## src/rtl/edge_capture_reg.sv

```systemverilog
// rtl/edge_capture_reg.sv - WIDTH-bit capture register loaded on debounced strobe edges
module edge_capture_reg #(
    parameter int WIDTH       = 8,
    parameter int SYNC_STAGES = 2,
    parameter int DEBOUNCE    = 4,
    parameter int CNT_WIDTH   = 8
) (
    input  logic                 Clock,
    input  logic                 Resetn,
    input  logic [WIDTH-1:0]     D,
    input  logic                 Strobe,
    input  logic [1:0]           Mode,
    input  logic                 Enable,
    output logic [WIDTH-1:0]     Q,
    output logic                 Capture,
    output logic [CNT_WIDTH-1:0] Count,
    output logic                 Strobe_clean
);

    localparam logic [1:0] MODE_RISE  = 2'b00;
    localparam logic [1:0] MODE_FALL  = 2'b01;
    localparam logic [1:0] MODE_BOTH  = 2'b10;
    localparam logic [1:0] MODE_LEVEL = 2'b11;

    logic [SYNC_STAGES-1:0] sync_q;
    logic                   s_sync;
    logic                   s_f;
    logic                   prev;
    logic                   rise;
    logic                   fall;
    logic                   load;
    logic                   count_ev;

    // Bring the asynchronous strobe into the clock domain through a flop chain
    always_ff @(posedge Clock) begin
        if (!Resetn) begin
            sync_q <= '0;
        end else begin
            sync_q <= {sync_q[SYNC_STAGES-2:0], Strobe};
        end
    end

    assign s_sync = sync_q[SYNC_STAGES-1];

    generate
        if (DEBOUNCE > 0) begin : g_debounce
            localparam int DBW = $clog2(DEBOUNCE + 1);

            logic [DBW-1:0] db_cnt;
            logic           s_f_q;

            // Filtered level only flips after DEBOUNCE consecutive mismatching cycles
            always_ff @(posedge Clock) begin
                if (!Resetn) begin
                    db_cnt <= '0;
                    s_f_q  <= 1'b0;
                end else if (s_sync == s_f_q) begin
                    db_cnt <= '0;
                end else if (db_cnt == DBW'(DEBOUNCE - 1)) begin
                    s_f_q  <= ~s_f_q;
                    db_cnt <= '0;
                end else begin
                    db_cnt <= db_cnt + DBW'(1);
                end
            end

            assign s_f = s_f_q;
        end else begin : g_no_debounce
            assign s_f = s_sync;
        end
    endgenerate

    assign Strobe_clean = s_f;
    assign rise         = s_f & ~prev;
    assign fall         = ~s_f & prev;

    // Select the load condition for the current mode; level mode counts only the opening edge
    always_comb begin
        load     = 1'b0;
        count_ev = 1'b0;
        case (Mode)
            MODE_RISE:  load = rise;
            MODE_FALL:  load = fall;
            MODE_BOTH:  load = rise | fall;
            MODE_LEVEL: load = s_f;
            default:    load = 1'b0;
        endcase
        load = load & Enable;
        if (Mode == MODE_LEVEL) begin
            count_ev = rise & Enable;
        end else begin
            count_ev = load;
        end
    end

    // Edge history runs every cycle so enabling or switching mode never fakes an edge
    always_ff @(posedge Clock) begin
        if (!Resetn) begin
            prev    <= 1'b0;
            Q       <= '0;
            Capture <= 1'b0;
            Count   <= '0;
        end else begin
            prev    <= s_f;
            Capture <= load;
            if (load) begin
                Q <= D;
            end
            if (count_ev && (Count != {CNT_WIDTH{1'b1}})) begin
                Count <= Count + CNT_WIDTH'(1);
            end
        end
    end

endmodule

```

## config.mk

```make
export PLATFORM = sky130hd
export DESIGN_NAME = edge_capture_reg
export DESIGN_NICKNAME = d
export VERILOG_FILES = /design/src/rtl/edge_capture_reg.sv
export SDC_FILE = /design/constraint.sdc
export NUM_CORES = 1
export LEC_CHECK = 0
export CAP_MARGIN = 10
export CORE_UTILIZATION = 50
export DETAILED_ROUTE_END_ITERATION = 7
export PLACE_DENSITY_LB_ADDON = 0.25
export SLEW_MARGIN = 20
export SYNTH_ARGS = -nofsm -noshare
export SYNTH_HDL_FRONTEND = slang
export SYNTH_SLANG_ARGS = --single-unit
```

## constraint.sdc

```tcl
create_clock -name Clock -period 4.2 [get_ports Clock]
set_input_delay 0.42 -clock Clock [delete_from_list [all_inputs] [get_ports Clock]]
set_output_delay 0.42 -clock Clock [all_outputs]
set_load 0.02 [all_outputs]
```

### I/O nets highlighted

The bar under the picture is 10 um long.
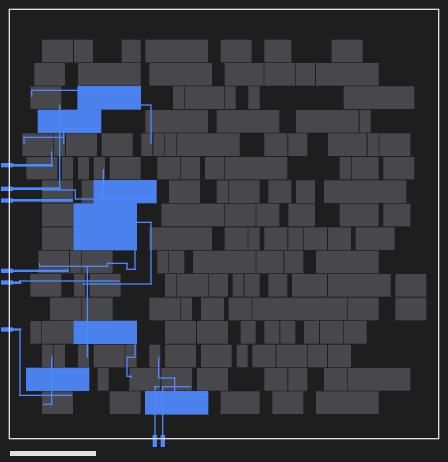
Key: Q = blue [bits 8, direction output, edge 6 left, 2 bottom, end cells 8, wire 192 um]

### Signal wires on met1

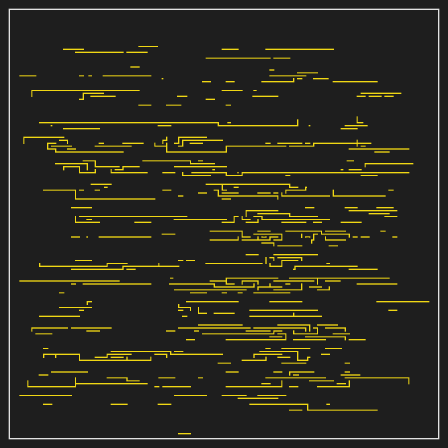
The longest straight run is 20.7 um. 141 nets have wire on it.

### Routed clock nets over the placement

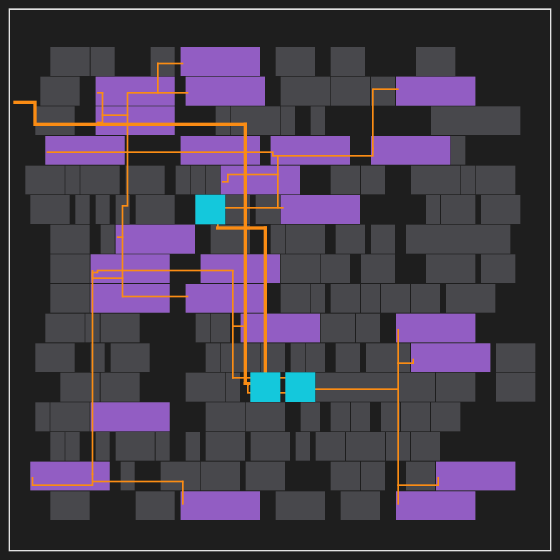
Key: clock wires = orange [length 270 um]; cells driving clock nets = cyan [count 3]; flip-flops = purple [count 24]
There are 4 routed clock nets.

### Track usage over the die

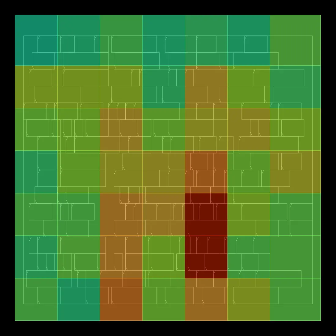
Final Util: 0.7328
met3 Track Usage GR: 0.04012
GRT Max-Usage Layer: met2

### Where the registers sit

Other sequential cells in the stronger gray, the rest of the logic in the fainter gray.
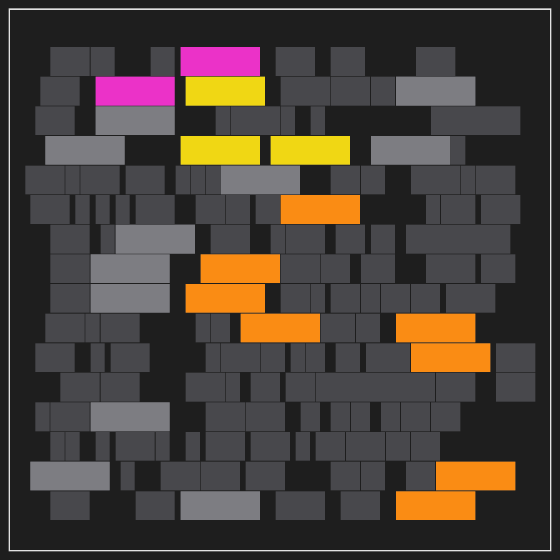
Key: sync_q = magenta [flops 2]; Count = orange [flops 8]; g_debounce.db_cnt = yellow [flops 3]
Another 11 sequential cells are not colored.
FF+latch area: 480.5 um2
flop share of the area: 0.3211
sequential power: 0.000229 W

==> results.toml <==
# generated from flow reports
[outcome]
outcome = "complete, no violations"

[hold_path]
holdPathEnd = "g_debounce.db_cnt[0]"
hold_depth = 1
hp-start = "g_debounce.db_cnt[0]"
hold_path_class = "reg -> reg"

[floorplanning]
die-area_um2 = 2462
rows = 16
fp_util = 0.5551
coreArea_um2 = 2042
fp.dieW_um = 49.62
fp.dieH_um = 49.62

[logic_synthesis]
top_cells_by_count = "24 x dfxtp_1, 21 x nand2_1, 11 x mux2i_1, 6 x inv_1, 5 x ha_1"
yosys_register_bits = 24
syn_area_per_cell_um2 = 9.689
async_reset_ff_frac = 0
synth_chip_area_um2 = 1134
edf_count = 0
syn-cell-area_um2 = 1134
synth_nets = 136
synth_top_flop_cell = "dfxtp_1"
yosys-top-cells-area = "dfxtp_1 42%, mux2i_1 9.7%, nand2_1 7.0%"
yosysSeqAreaShare = 0.4238
top_area_frac = 0.4238
yosys_cells = 117
ys.warnings.count = 0
syn-instance-count = 117

[timing]
finalHoldViolations = 0
fmax_mhz = 499.1
finalSetupViolCount = 0
fin_crit_ns = 2.003
holdWs_ns = 0.4344
rsz0062_at_grt = "no"
fin_skew_ns = 0.001207
period_used_share = 0.4770
report.final.slew_viol_count = 0

[grt]
grt_pass1_vias = 878
grt.overflow.total = 0
grt_max_degree = 34
antenna_found_initial = 0
grt_usage = 0.1961

[setup_path]
cp.arrival_ns = 2.20
reg2reg_to = "Q[0]"
reg2reg_depth = 6
timing.rr.start = "Strobe_clean"
crit_required_ns = 4.40
worstSetupStartpointType = "flip-flop"
crit_path_end_kind = "flip-flop"

[drt]
dr_total_vias = 949
remaining_drc_errors = 0
wl_per_cell_um = 12.59
first_pass_iters = 4
vias_per_cell = 5.454

[pwr]
leakage_nw = 0.5453
worst_ir_drop_vdd_uv = 244.3
p_total_w = 0.0004208

[cts]
max-clock-path-buffers = 2
cts_made_buffers = 3
htreeDepth = 1
cts_setup_buffers = 0
root_buffer = "clkbuf_4"
post_cts_resized = 0
cts.sinks = 24
clock_latency_ns = 0.31

[place]
place.port_buffers = 31
gp_congestion = 0.8820

[run]
cap_violations = 0

[layout]
areaGrowthSynthToFinish_pct = 32.01
finalNetCount = 167
diodes = 0
area by class of cell:
class | count | area (um2) | share of cell area
clock buffers | 3 | 22.52 | 0.01505
inverters | 6 | 22.52 | 0.01505
flip-flops and latches | 24 | 480.5 | 0.3211
multi-input cells | 82 | 596.8 | 0.3988
clock inverters | 1 | 30.03 | 0.02007
well taps | 27 | 33.78 | 0.02258
repair buffers | 31 | 310.3 | 0.2074
sequential cells by signal (all words and copies together), names as in the netlist:
name / flops
Capture: 1
Count: 8
Q: 8
Strobe_clean: 1
g_debounce.db_cnt: 3
prev: 1
sync_q: 2
worst max-delay path by stage:
stage                 start  depth (start not counted)  slack [ns]  endpoint
2_1_floorplan  Strobe_clean                          7        2.31      Q[0]
3_3_place_gp        Mode[1]                          5        1.94  Count[4]
3_5_place_dp        Mode[1]                          5        1.89  Count[4]
4_1_cts        Strobe_clean                          6        2.16      Q[5]
5_1_grt        Strobe_clean                          6        2.06      Q[4]
6_report       Strobe_clean                          6        2.20      Q[0]
cell families (layout without fill, tap and decap cells):
| logic type | count (synthesis) | in the layout | share of synthesized area |
|---|---|---|---|
| AND-OR/OR-AND | 13 | 13 | 0.1015 |
| XOR/XNOR | 2 | 2 | 0.01546 |
| adder cells (fa/ha/maj) | 5 | 5 | 0.05519 |
| buffers and inverters | 11 | 41 | 0.04967 |
| flip-flops | 24 | 24 | 0.4238 |
| multiplexers | 12 | 12 | 0.1170 |
| AND/OR/NAND/NOR | 50 | 50 | 0.2373 |
metal layers:
layer	share of wire	GRT usage	vias up	wire length [um]
li1	-	-	472	-
met3	0.048	0.04012	6	105
met1	0.43	0.2248	439	944
met2	0.50	0.3378	32	1087
met5	0	0	-	0
met4	0.024	0.1048	0	53
critical path: stages (launching register included):
cell and delay (ns):
dfxtp_1 0.46, inv_1 0.08, ha_1 0.31, inv_1 0.05
mux4_2 0.48, and2_1 0.33, mux2i_1 0.17
power breakdown:
| part | switching, W | leakage, nW | total, W | internal [W] |
|---|---|---|---|---|
| combinational | 0.0000116 | 0.324 | 0.0000268 | 0.0000152 |
| sequential | 0.000000482 | 0.194 | 0.000229 | 0.000229 |
| clock | 0.0000683 | 0.0279 | 0.000165 | 0.0000964 |
| total | 0.0000804 | 0.545 | 0.000421 | 0.000340 |
through the flow:
step | util | cells | worst slack [ns] | area, um2
floorplan | - | 117 | 2.307 | 1134
global placement | 0.7071 | 170 | 1.938 | 1444
detailed placement | 0.7071 | 170 | 1.886 | 1444
CTS | 0.7328 | 174 | 2.158 | 1496
global route | 0.7328 | 174 | 2.056 | 1496
finish | 0.7328 | 174 | 2.197 | 1496
layout by cell type, fill, tap and decap left out, types with 2 or more instances in the layout:
master and n:
a21boi_1 3, and2_1 4, and3_1 3, clkbuf_4 3
clkdlybuf4s50_1 31, dfxtp_1 24, ha_1 5, inv_1 6
mux2i_1 11, nand2_1 21, nand3_1 3, nand3b_1 2
nand4_1 2, nor2_1 3, o21ai_0 2, o31ai_1 3
or4_1 3
Power is estimated from default activity; no workload was simulated.
